### src/rtl/turn_ctrl_m.sv
// Tic-tac-toe turn sequencer: arbitrates player/AI moves, commits legal ones to the board, detects win/tie.
// Optional per-move stall forfeit is built when TURN_TIMEOUT_EN is defined.
module turn_ctrl_m #(
  parameter int unsigned FIRST_TURN     = 0,
  parameter int unsigned TIMEOUT_CYCLES = 1024
) (
  input  logic       clk,
  input  logic       rst_n,
  input  logic       start,
  input  logic       new_game,
  input  logic [3:0] move_loc,
  input  logic       move_submit,
  output logic       turn,
  output logic       board_we,
  output logic [3:0] board_loc,
  output logic       board_mark,
  output logic       illegal,
  output logic [3:0] move_count,
  output logic       game_over,
  output logic [1:0] winner
);

  typedef enum logic [2:0] {
    S_IDLE, S_WAIT, S_COMMIT, S_CHECK, S_DONE
  } state_e;

  localparam logic FIRST_MARK = FIRST_TURN[0];

  if (FIRST_TURN > 1 || TIMEOUT_CYCLES < 2 || TIMEOUT_CYCLES > 65536) begin : g_bad_cfg
    $error("turn_ctrl_m: FIRST_TURN must be 0/1 and TIMEOUT_CYCLES within 2..65536");
  end

  state_e      state_q, state_d;
  logic        turn_q, turn_d;
  logic [8:0]  occ_p_q, occ_p_d;
  logic [8:0]  occ_a_q, occ_a_d;
  logic [3:0]  loc_q, loc_d;
  logic [3:0]  count_q, count_d;
  logic [1:0]  winner_q, winner_d;
  logic        illegal_q, illegal_d;
  logic [8:0]  cell_onehot;
  logic        legal;
  logic        line_done;

`ifdef TURN_TIMEOUT_EN
  localparam logic [15:0] TMO_LAST = 16'(TIMEOUT_CYCLES - 1);
  logic [15:0] tmo_q, tmo_d;
`endif

  function automatic logic has_line(input logic [8:0] m);
    return (&m[2:0]) | (&m[5:3]) | (&m[8:6]) |
           (m[0] & m[3] & m[6]) | (m[1] & m[4] & m[7]) | (m[2] & m[5] & m[8]) |
           (m[0] & m[4] & m[8]) | (m[2] & m[4] & m[6]);
  endfunction

  // Shifting past bit 8 drops the one, so off-board locations map to an empty mask.
  assign cell_onehot = 9'd1 << move_loc;
  assign legal       = (move_loc <= 4'd8) && (((occ_p_q | occ_a_q) & cell_onehot) == 9'd0);
  assign line_done   = has_line(turn_q ? occ_a_q : occ_p_q);

  // NOTE: every variable gets a default before the case so no path leaves it unassigned (no latches).
  always_comb begin
    state_d   = state_q;
    turn_d    = turn_q;
    occ_p_d   = occ_p_q;
    occ_a_d   = occ_a_q;
    loc_d     = loc_q;
    count_d   = count_q;
    winner_d  = winner_q;
    illegal_d = 1'b0;
`ifdef TURN_TIMEOUT_EN
    tmo_d     = '0;
`endif

    unique case (state_q)
      S_IDLE: begin
        occ_p_d = '0;
        occ_a_d = '0;
        count_d = '0;
        if (start) begin
          turn_d  = FIRST_MARK;
          state_d = S_WAIT;
        end
      end
      S_WAIT: begin
        if (move_submit && legal) begin
          loc_d   = move_loc;
          count_d = count_q + 4'd1;
          state_d = S_COMMIT;
          if (turn_q) occ_a_d = occ_a_q | cell_onehot;
          else        occ_p_d = occ_p_q | cell_onehot;
        end else begin
          illegal_d = move_submit;
`ifdef TURN_TIMEOUT_EN
          // The stalling side forfeits; the opponent is credited without a board write.
          if (tmo_q == TMO_LAST) begin
            winner_d = turn_q ? 2'b01 : 2'b10;
            state_d  = S_DONE;
          end else begin
            tmo_d = tmo_q + 16'd1;
          end
`endif
        end
      end
      S_COMMIT: state_d = S_CHECK;
      S_CHECK: begin
        if (line_done) begin
          winner_d = turn_q ? 2'b10 : 2'b01;
          state_d  = S_DONE;
        end else if (count_q == 4'd9) begin
          winner_d = 2'b11;
          state_d  = S_DONE;
        end else begin
          turn_d  = ~turn_q;
          state_d = S_WAIT;
        end
      end
      S_DONE: ;
      default: state_d = S_IDLE;
    endcase

    if (new_game) begin
      state_d   = S_IDLE;
      turn_d    = FIRST_MARK;
      occ_p_d   = '0;
      occ_a_d   = '0;
      count_d   = '0;
      winner_d  = 2'b00;
      illegal_d = 1'b0;
`ifdef TURN_TIMEOUT_EN
      tmo_d     = '0;
`endif
    end
  end

  // NOTE: state registers use non-blocking assignments so all flops update from pre-edge values.
  always_ff @(posedge clk or negedge rst_n) begin
    if (!rst_n) begin
      state_q   <= S_IDLE;
      turn_q    <= FIRST_MARK;
      occ_p_q   <= '0;
      occ_a_q   <= '0;
      loc_q     <= '0;
      count_q   <= '0;
      winner_q  <= 2'b00;
      illegal_q <= 1'b0;
`ifdef TURN_TIMEOUT_EN
      tmo_q     <= '0;
`endif
    end else begin
      state_q   <= state_d;
      turn_q    <= turn_d;
      occ_p_q   <= occ_p_d;
      occ_a_q   <= occ_a_d;
      loc_q     <= loc_d;
      count_q   <= count_d;
      winner_q  <= winner_d;
      illegal_q <= illegal_d;
`ifdef TURN_TIMEOUT_EN
      tmo_q     <= tmo_d;
`endif
    end
  end

  // Write outputs decode straight from state so an async reset kills a pending write at once.
  assign board_we   = (state_q == S_COMMIT);
  assign board_loc  = board_we ? loc_q : 4'd0;
  assign board_mark = board_we & turn_q;
  assign turn       = turn_q;
  assign illegal    = illegal_q;
  assign move_count = count_q;
  assign game_over  = (state_q == S_DONE);
  assign winner     = winner_q;

endmodule

### config.mk
export PLATFORM = sky130hd
export DESIGN_NAME = turn_ctrl_m
export DESIGN_NICKNAME = d
export VERILOG_FILES = /design/src/rtl/turn_ctrl_m.sv
export SDC_FILE = /design/constraint.sdc
export NUM_CORES = 1
export LEC_CHECK = 0
export CAP_MARGIN = 20
export CORE_UTILIZATION = 57
export CTS_BUF_LIST = sky130_fd_sc_hd__clkbuf_8
export CTS_CLUSTER_DIAMETER = 100
export DETAILED_ROUTE_END_ITERATION = 16
export PLACE_DENSITY = 0.87
export SYNTH_ARGS = -nofsm -noshare
export SYNTH_HDL_FRONTEND = slang
export SYNTH_SLANG_ARGS = --single-unit
### constraint.sdc
create_clock -name clk -period 2.2 [get_ports clk]
set_input_delay 0.44 -clock clk [delete_from_list [all_inputs] [get_ports clk]]
set_output_delay 0.44 -clock clk [all_outputs]
set_load 0.05 [all_outputs]
==> flow_summary_export.csv <==
group,metric,value,unit
outcome,outcome,"finished, final reports clean",
final_timing,slew_headroom,32.90,%
drt,drc,0,
final_timing,setup_viol,0,
synthesis,async_flop_share,100.0,%
drt,avgViaCountPerCell,6.445,
grt,grt_max_degree,34,
drt,num_vias,1882,
job,warnings,28,
drt,drtIter0Drc,177,
synthesis,simple_gate_share,24.76,%
finish,stdcell_count,292,
cts,cts_root_buf,"clkbuf_8",
setup_path,critPathKind,"in2reg",
final_timing,fin_crit,2.190,ns
pwr,p_per_area,570.6,nW/um^2
job,max-cap-violations,0,
setup_path,critPathMaxFanout,9,
synthesis,syn_nets,209,
synthesis,edf_count,0,
cts,cts.clk_slew.worst_paths,0.07,ns
synthesis,top_logic_kind,"simple AND/OR/NAND/NOR gates",
synthesis,most_common_cell,"dfrtp_1",
grt,first_global_vias,1733,
placed_design,finalWeightedCongestion,0.8946,
final_timing,hold_viol_final,0,
pwr,power,1.471,mW
synthesis,synth.cellmix.adderShare,1.364,%
setup_path,required,2.37,ns
setup_path,endpoint_kind,"flip-flop",
die,io_pins,24,
synthesis,top_cells_by_count,"dfrtp_1, nor2_1, nand2_1",
final_timing,worst_slew_pin_slew,0.9987,ns
cts,cts_made_buffers,5,
synthesis,dominantRegCellSynth,"dfrtp_1",
final_timing,tns,0,ns
final_timing,drv_slew,0,
finish,diodes,0,
cts,hold_buffers,0,
cts,cts_tree,"built",
placed_design,dp_hpwl,3.547,mm
cts,h-tree-depth,2,
synthesis,synth.cellmix.compoundShare,20.53,%
finish,layout-drive-gt1-share,28.63,%
synthesis,top_area_share,45.02,%
grt,overflow,0,
synthesis,yosysTopAreaCell,"dfrtp_1",
[layout by cell type (no fill, tap or decap), types with 6 or more instances in the layout]
cell type        Yosys  routed
inv_1                7       7
buf_4                0      28
clkbuf_8             0       7
nand2b_1             7       6
a21oi_1              9       9
buf_12               0       6
nand3_1              6       6
a41oi_1              8       7
a22oi_1              8       8
nand2_1             11      11
nor2_1              31      29
a31oi_1              8       8
dfrtp_1             33      32
clkdlybuf4s50_1      0      12
[area by class of cell]
| cell class | instances | area (sq um) |
|---|---|---|
| clock inverter | 1 | 5.005 |
| timing repair buffer | 53 | 549.3 |
| multi-input combinational | 147 | 1018 |
| sequential | 33 | 827.0 |
| fill | 194 | 475.5 |
| inverter | 7 | 26.28 |
| tap | 44 | 55.05 |
| clock buffer | 7 | 96.34 |
[what timing repair did]
item / CTS / global route
buffers inserted: 1 / 3
endpoints found under the setup margin: 28 / 23
cloned: 0 / 2
gates resized: 6 / 20
pin swaps: 1 / 3
[where the power goes]
group	switching [mW]	internal, mW	total (mW)	leakage [nW]
combinational	0.154	0.138	0.292	0.575
sequential	0.0305	0.639	0.669	0.449
clock	0.227	0.283	0.509	0.0542
total	0.412	1.06	1.47	1.08
[final timing paths]
path,to,slack [ns],depth (start not counted)
setup reg to reg,loc_q[2],0.16,6
hold reg to reg,loc_q[1],0.51,1
setup / recovery,move_count[2],0.01,8
min in group asynchronous,state_q[0],0.55,2
hold / removal,loc_q[1],0.51,1
max in group asynchronous,occ_p_q[1],1.32,2
[metal layers]
layer	up-vias	share of wire (%)	routed length [um]	GRT usage (%)
li1	828	-	-	-
met1	886	38	2172	44.89
met2	129	47	2713	51.14
met3	39	10	574	7.692
met4	0	5.0	289	13.27
met5	-	0	0	0
[logic make-up after synthesis]
group | after synthesis
adders and majority gates | 2
buffers and inverters | 18
DFF | 33
AOI/OAI and AO/OA | 53
muxes | 4
and+or+nand+nor | 88
[critical path: stages]
cell	delay, ns
clkdlybuf4s50_1	0.43
buf_4	0.19
nor4_2	0.38
nor3_2	0.09
and4bb_4	0.24
clkbuf_16	0.17
and4b_1	0.20
a211o_1	0.22
[registers in the layout (all words and copies together) (netlist names)]
signal / count
occ_a_q: 9
turn: 1
move_count: 4
illegal: 1
loc_q: 4
occ_p_q: 9
state_q: 3
winner: 2
Drive-strength map:
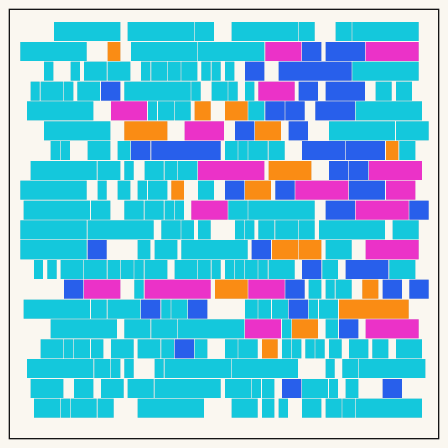
- _0 and _1 cells: cyan (cells 177)
- _3 and _4 cells: blue (cells 38)
- _2 cells: orange (cells 16)
- _6 and larger: magenta (cells 17)
Non-clock buffers: 53
area delta synth->final: 40.52%
Final Worst Setup Slack: 0.009750 ns
post-route cell area: 2577 sq um

Zoomed window:
Region (34, 34) to (54, 54) um. Cells in grey, sequential cells in the stronger grey; small squares are vias.
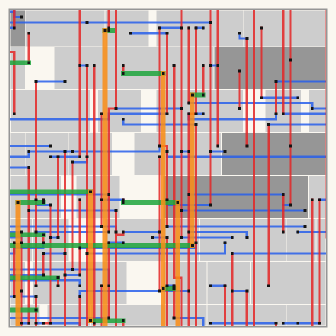
- metal 1: blue
- metal 4: orange
- metal 2: red
- metal 3: green
- netlist names of flops here include: `loc_q` (3)
- most frequent: buf_4 (8), mux2_4 (4)
- cells with their middle in the window: 31
- sequential cells in the window: 3

Ports around the boundary:
The bar under the picture is 20 um long. Pins as bars across the die edge, other pins in grey.
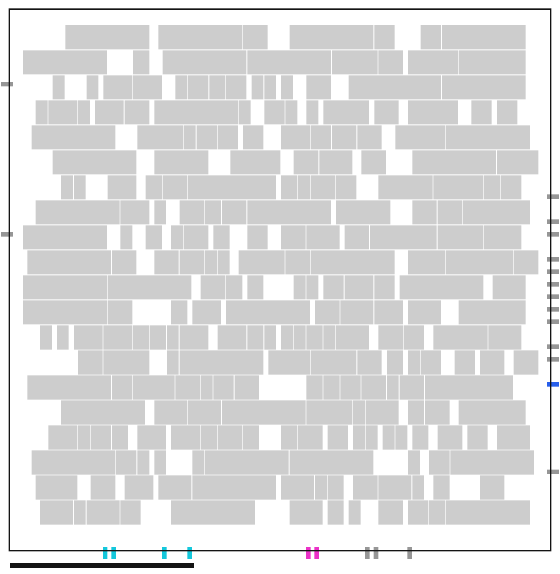
- `move_count`: cyan (pins 4; direction output; edge bottom)
- `winner`: magenta (pins 2; direction output; edge bottom)
- `board_mark`: blue (pins 1; direction output; edge right)
IO buf count: 23
Die W: 58.73 um
die height: 58.73 um

Cell area per tile:
The die is cut into 12 by 12 equal tiles; white is low, dark blue is high, 0 to 100% covered.
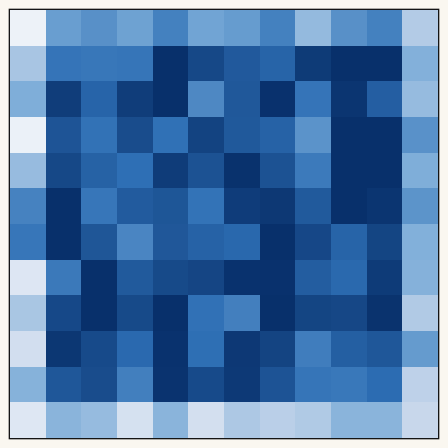
- densest ninth of the die: middle
- mean over tiles: 73%
- fullest tile: 100%
- tiles over 75% full: 55%
fp util: 60.08%
Util after Layout: 84.43%
floorplan core area: 3053 sq um

Power is estimated from default activity; no workload was simulated.
